run_1/final_placement.png
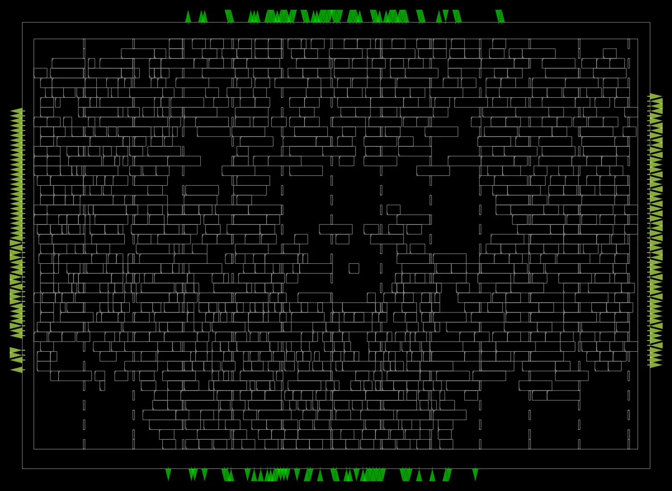
run_1/drive_strength.png
Drawn at 2 px/micron.
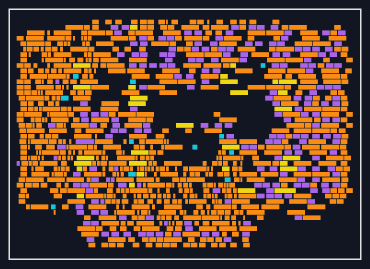
run_1/met3.png
Drawn at 1.5 px/micron. Cells faint in the background.
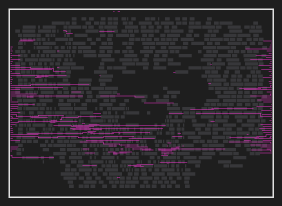
--- config.mk ---
export PLATFORM = sky130hd
export DESIGN_NAME = instr_fetch_unit
export DESIGN_NICKNAME = d
export VERILOG_FILES = /design/src/rtl/instr_fetch_unit.sv
export SDC_FILE = /design/constraint.sdc
export NUM_CORES = 1
export LEC_CHECK = 0
export CAP_MARGIN = 10
export CORE_ASPECT_RATIO = 0.7
export CORE_MARGIN = 3
export CORE_UTILIZATION = 46
export DETAILED_ROUTE_END_ITERATION = 8
export PLACE_DENSITY = 0.88
export SYNTH_ARGS = -nofsm -noshare
export SYNTH_HDL_FRONTEND = slang
export SYNTH_SLANG_ARGS = --single-unit
--- constraint.sdc ---
create_clock -name clk -period 7.2 [get_ports clk]
set_clock_uncertainty 0.05 [all_clocks]
set_input_delay 1.8 -clock clk [delete_from_list [all_inputs] [get_ports clk]]
set_output_delay 1.8 -clock clk [all_outputs]
set_load 0.02 [all_outputs]
--- src/rtl/instr_fetch_unit.sv ---
// Instruction fetch front end. Fetches one word per cycle from a combinational
// instruction memory into a 2-entry prefetch queue and hands words to decode.
module instr_fetch_unit #(
    parameter logic [31:0] RESET_PC = 32'h0000_0000,
    parameter int          QDEPTH   = 2
) (
    input  logic        clk,
    input  logic        rst,
    output logic [29:0] imem_addr,
    input  logic [31:0] imem_dword,
    input  logic        redirect_valid,
    input  logic [31:0] redirect_pc,
    input  logic        halt_req,
    output logic        out_valid,
    input  logic        out_ready,
    output logic [31:0] out_instr,
    output logic [31:0] out_pc,
    output logic        halted,
    output logic        misalign_err,
    output logic [31:0] deliver_cnt
);

    typedef enum logic [1:0] {
        S_BOOT = 2'd0,
        S_RUN  = 2'd1,
        S_HALT = 2'd2
    } state_t;

    state_t      r_state, w_state_nxt;
    logic [31:0] r_pc;
    logic [31:0] r_q_instr [2];
    logic [31:0] r_q_pc    [2];
    logic        r_rd_ptr;
    logic        r_wr_ptr;
    logic [1:0]  r_count;
    logic        r_misalign;
    logic [31:0] r_deliver_cnt;

    logic        w_pop;
    logic        w_push;
    logic        w_not_full;

    assign imem_addr    = r_pc[31:2];
    assign out_valid    = (r_count != 2'd0);
    assign out_instr    = r_q_instr[r_rd_ptr];
    assign out_pc       = r_q_pc[r_rd_ptr];
    assign halted       = (r_state == S_HALT) && (r_count == 2'd0);
    assign misalign_err = r_misalign;
    assign deliver_cnt  = r_deliver_cnt;

    assign w_not_full = (r_count < 2'(QDEPTH));
    assign w_pop      = out_valid & out_ready;
    assign w_push     = (r_state == S_RUN) & ~redirect_valid & ~halt_req & (w_not_full | w_pop);

    always_comb begin
        w_state_nxt = r_state;
        case (r_state)
            S_BOOT:  w_state_nxt = halt_req ? S_HALT : S_RUN;
            S_RUN:   if (halt_req) w_state_nxt = S_HALT;
            S_HALT:  w_state_nxt = S_HALT;
            default: w_state_nxt = S_BOOT;
        endcase
        // Redirect overrides halt and boot sequencing.
        if (redirect_valid) w_state_nxt = S_RUN;
    end

    always_ff @(posedge clk or posedge rst) begin
        if (rst) begin
            r_state <= S_BOOT;
        end else begin
            r_state <= w_state_nxt;
        end
    end

    always_ff @(posedge clk or posedge rst) begin
        if (rst) begin
            r_pc          <= RESET_PC & ~32'd3;
            r_rd_ptr      <= 1'b0;
            r_wr_ptr      <= 1'b0;
            r_count       <= 2'd0;
            r_misalign    <= 1'b0;
            r_deliver_cnt <= 32'd0;
            r_q_instr[0]  <= 32'd0;
            r_q_instr[1]  <= 32'd0;
            r_q_pc[0]     <= 32'd0;
            r_q_pc[1]     <= 32'd0;
        end else begin
            if (w_pop) r_deliver_cnt <= r_deliver_cnt + 32'd1;
            if (redirect_valid) begin
                // The pop in this cycle still counts; the queue is then discarded.
                r_pc     <= redirect_pc & ~32'd3;
                r_rd_ptr <= 1'b0;
                r_wr_ptr <= 1'b0;
                r_count  <= 2'd0;
                if (redirect_pc[1:0] != 2'b00) r_misalign <= 1'b1;
            end else begin
                if (w_push) begin
                    r_q_instr[r_wr_ptr] <= imem_dword;
                    r_q_pc[r_wr_ptr]    <= r_pc;
                    r_wr_ptr            <= ~r_wr_ptr;
                    r_pc                <= r_pc + 32'd4;
                end
                if (w_pop) r_rd_ptr <= ~r_rd_ptr;
                case ({w_push, w_pop})
                    2'b10:   r_count <= r_count + 2'd1;
                    2'b01:   r_count <= r_count - 2'd1;
                    default: r_count <= r_count;
                endcase
            end
        end
    end

endmodule

==> results.json, run 1 <==
{
  "status": "completed",
  "maximum_clock_rate_mhz": 211,
  "cts_root_buf": "sky130_fd_sc_hd__clkbuf_16",
  "power_leakage_nw": 4.98,
  "cts.repair.resized": 0,
  "final_layout_top_logic_cell": "sky130_fd_sc_hd__clkdlybuf4s50_1",
  "synth-compound-area-share_pct": 4.93,
  "post_synth_fa_ha_maj_area_fraction_pct": 0.816,
  "grtUsageMet2_pct": 33.8,
  "critical_path.endpoint_type": "primary output",
  "routabilityCongestion": 0.882,
  "report.final.slew_viol_count": 0,
  "detailed_place.area_sq_um": 11300,
  "cts.htree.levels": 4,
  "power_per_cell_area_nw_per_um2": 345,
  "drc_errors": 0,
  "antenna_violating_nets_post_route": 0,
  "switching_fraction_of_total_power_pct": 32.6,
  "grt_antenna_before_repair": 0,
  "mappedNetlistArea_sq_um": 9200,
  "seqPwrFrac_pct": 40.8,
  "detail_route.wirelength_microns": 23500,
  "hold_depth": 1,
  "cts.clk_slew.worst_paths_ns": 0.07,
  "highest-signal-layer": "met4",
  "timing.final.crit_share_pct": 65.8,
  "post_synth_main_logic_family": "multiplexers",
  "clock_power_share_pct": 23.6,
  "holdPathEnd": "misalign_err$_DFFE_PP0P_",
  "num_antenna_cells": 0,
  "async_reset_ff_share_pct": 100,
  "layout_min_cycle_time_ns": 4.74,
  "unrepaired_setup_endpoints_after_global_routing": "false",
  "synth.area.top_cells": "sky130_fd_sc_hd__dfrtp_1 (53%), sky130_fd_sc_hd__mux2_2 (23%), sky130_fd_sc_hd__xor2_1 (2.0%)",
  "yosysSeqAreaShare_pct": 52.5,
  "yosys_area_sq_um": 9200,
  "drv.max_cap_violation_count": 0
}
## Picture notes: final_placement.png
Site Rows: 42
Well-Tap Cells: 264
post-layout utilization of the core: 62.1%
flip-flop and latch share of the layout cell area: 40.5%

## Picture notes: drive_strength.png
yellow -> drive 6 and up  # cells 30, share 3.2%
orange -> drive 1 or less  # cells 695, share 74%
cyan -> drive 3 to 4  # cells 11, share 1.2%
purple -> drive 2  # cells 201, share 21%
Finished Cell Area: 11,900 sq um
worst path setup slack after routing: 2.46 ns
layout-stage area growth over the synthesis result: 29.8%
non-clock buffer count: 201

## Picture notes: met3.png
share of all routed wire = 7.7%
nets with wire on the layer = 160
longest straight run = 61.6 microns
met3 Track Usage GR: 5.70%
total number of vias: 6,864

## run 1: worst max-delay path by stage
| stage | from | to | slack [ns] | depth (start not counted) |
|---|---|---|---|---|
| global route | r_rd_ptr$_DFFE_PP0P_ | out_instr[12] | 2.36 | 3 |
| floorplan | rst | deliver_cnt[0]$_DFFE_PP0P_ | 0.09 | 1 |
| detailed placement | halt_req | r_q_pc[19]$_DFFE_PP0P_ | 2.40 | 6 |
| finish | r_rd_ptr$_DFFE_PP0P_ | out_instr[12] | 2.46 | 3 |
| CTS | r_rd_ptr$_DFFE_PP0P_ | out_pc[30] | 2.46 | 3 |
| global placement | out_ready | r_q_pc[28]$_DFFE_PP0P_ | 2.51 | 6 |
## run 1: final cells by class
type / count / area (sq um)
fillers: 1570 / 7290
flip-flops and latches: 193 / 4830
multi-input cells: 498 / 4130
repair buffers: 201 / 1990
clock buffers: 18 / 439
well taps: 264 / 330
clock inverters: 14 / 159
inverters: 13 / 56.3
## run 1: power by group through the flow
| stage | registers [W] | clock network [W] | logic [W] |
|---|---|---|---|
| finish | 0.00168 | 0.000972 | 0.00146 |
| global route | 0.00173 | 0.00103 | 0.00156 |
| CTS | 0.00168 | 0.000987 | 0.00148 |
| detailed placement | 0.00169 | 0 | 0.00147 |
| global placement | 0.00167 | 0 | 0.00143 |
| floorplan | 0.00164 | 0 | 0.000882 |
## run 1: worst max-delay path: cells and delay by family, from the launching register on
| family | cells | cell delay [ns] |
|---|---|---|
| buffers and inverters | 2 | 1.07 |
| DFF | 1 | 0.96 |
| muxes | 1 | 0.39 |
## run 1: state kept, by name, indices dropped and copies added (netlist names)
signal	cells
r_pc	30
deliver_cnt	32
r_state	2
r_q_pc	60
r_rd_ptr	1
misalign_err	1
r_wr_ptr	1
r_q_instr	64
r_count	2
--- run 2 (diff from run 1) ---
Clock period 7.2 ns to 4 ns, I/O delays scaled along.
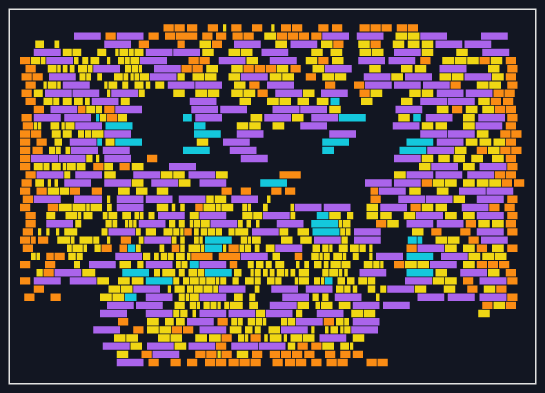
run_2/cell_classes.png
Drawn at 3 px/micron.
purple -> flip-flops  # cells 193, share of their area 41%
yellow -> all other logic  # cells 511, share of their area 36%
cyan -> clock drivers and dummy loads  # cells 32, share of their area 4.8%
orange -> other buffers and delay cells  # cells 209, share of their area 18%
flip-flop and latch share of the layout cell area: 40.2%
Finished Cell Area: 12,000 sq um

==> results.json, run 2 <==
{
  "unrepaired_setup_endpoints_after_global_routing": "false",
  "cts_root_buf": "sky130_fd_sc_hd__clkbuf_16",
  "power_leakage_nw": 5.00,
  "powerComb_w": 0.00265,
  "yosys_area_sq_um": 9200,
  "comb-cell-share_pct": 34.4,
  "status": "completed",
  "drc_errors": 0,
  "cts.clk_slew.worst_paths_ns": 0.07,
  "use_met3_pct": 6.89,
  "non_clock_buffer_count": 209,
  "power_leader": "registers",
  "layout_min_cycle_time_ns": 3.52,
  "yosysSeqAreaShare_pct": 52.5,
  "power_per_cell_area_nw_per_um2": 606,
  "area_dominant_class": "sequential cells",
  "report.final.slew_viol_count": 0,
  "layout.nonclk_buf_share_pct": 17.5,
  "largest_register_ff_count": 64,
  "n_multi_input_combinational_cell": 498,
  "comb_area_sq_um": 4130,
  "synth.area.top_cells": "sky130_fd_sc_hd__dfrtp_1 (53%), sky130_fd_sc_hd__mux2_2 (23%), sky130_fd_sc_hd__xor2_1 (2.0%)",
  "routabilityCongestion": 0.846,
  "async_reset_ff_share_pct": 100,
  "layout.non_clock_inverters": 13,
  "seq_cell_count": 193,
  "area_growth_pct": 30.6,
  "pg_clk_w": 0.00161,
  "drv.max_cap_violation_count": 0,
  "seq_area_sq_um": 4830,
  "maximum_clock_rate_mhz": 284
}
-- run 2: cell counts after synthesis --
Identical to the previous run, type by type.
-- run 2: worst paths after layout --
| check | to | start | slack, ns | cells past startpoint |
|---|---|---|---|---|
| max | out_pc[5] | r_rd_ptr$_DFFE_PP0P_ | 0.48 | 3 |
| min | misalign_err$_DFFE_PP0P_ | misalign_err$_DFFE_PP0P_ | 0.42 | 1 |
| max reg2reg | r_q_pc[59]$_DFFE_PP0P_ | r_state[1]$_DFFE_PP0P_ | 1.43 | 7 |
| min reg2reg | misalign_err$_DFFE_PP0P_ | misalign_err$_DFFE_PP0P_ | 0.42 | 1 |
| max in group asynchronous | r_pc[14]$_DFFE_PP0P_ | rst | 2.17 | 3 |
| min in group asynchronous | deliver_cnt[29]$_DFFE_PP0P_ | rst | 1.08 | 3 |
-- run 2: kinds of logic after synthesis --
family | count (synthesis) | share of synthesized area [%]
AND-OR/OR-AND | 62 | 4.93
flip-flops | 193 | 52.5
multiplexers | 191 | 23.3
buffers and inverters | 58 | 2.67
AND/OR/NAND/NOR | 198 | 12.0
other | 1 | 0.0408
adder cells (fa/ha/maj) | 6 | 0.816
XOR/XNOR | 39 | 3.71
-- run 2: per-stage QoR --
step / cell area, sq um / setup slack, ns / util [%] / hold WS, ns / total power [W]
after global placement: 11400 / 0.578 / 59.5 / 0.406 / 0.00559
after floorplan: 9200 / 0.460 / - / 0.424 / 0.00453
after global routing: 12000 / 0.382 / 62.4 / 0.439 / 0.00767
after CTS: 12000 / 0.467 / 62.4 / 0.428 / 0.00733
final: 12000 / 0.478 / 62.4 / 0.424 / 0.00727
after detailed placement: 11400 / 0.500 / 59.5 / 0.405 / 0.00570
Power and IR drop assume default switching activity.
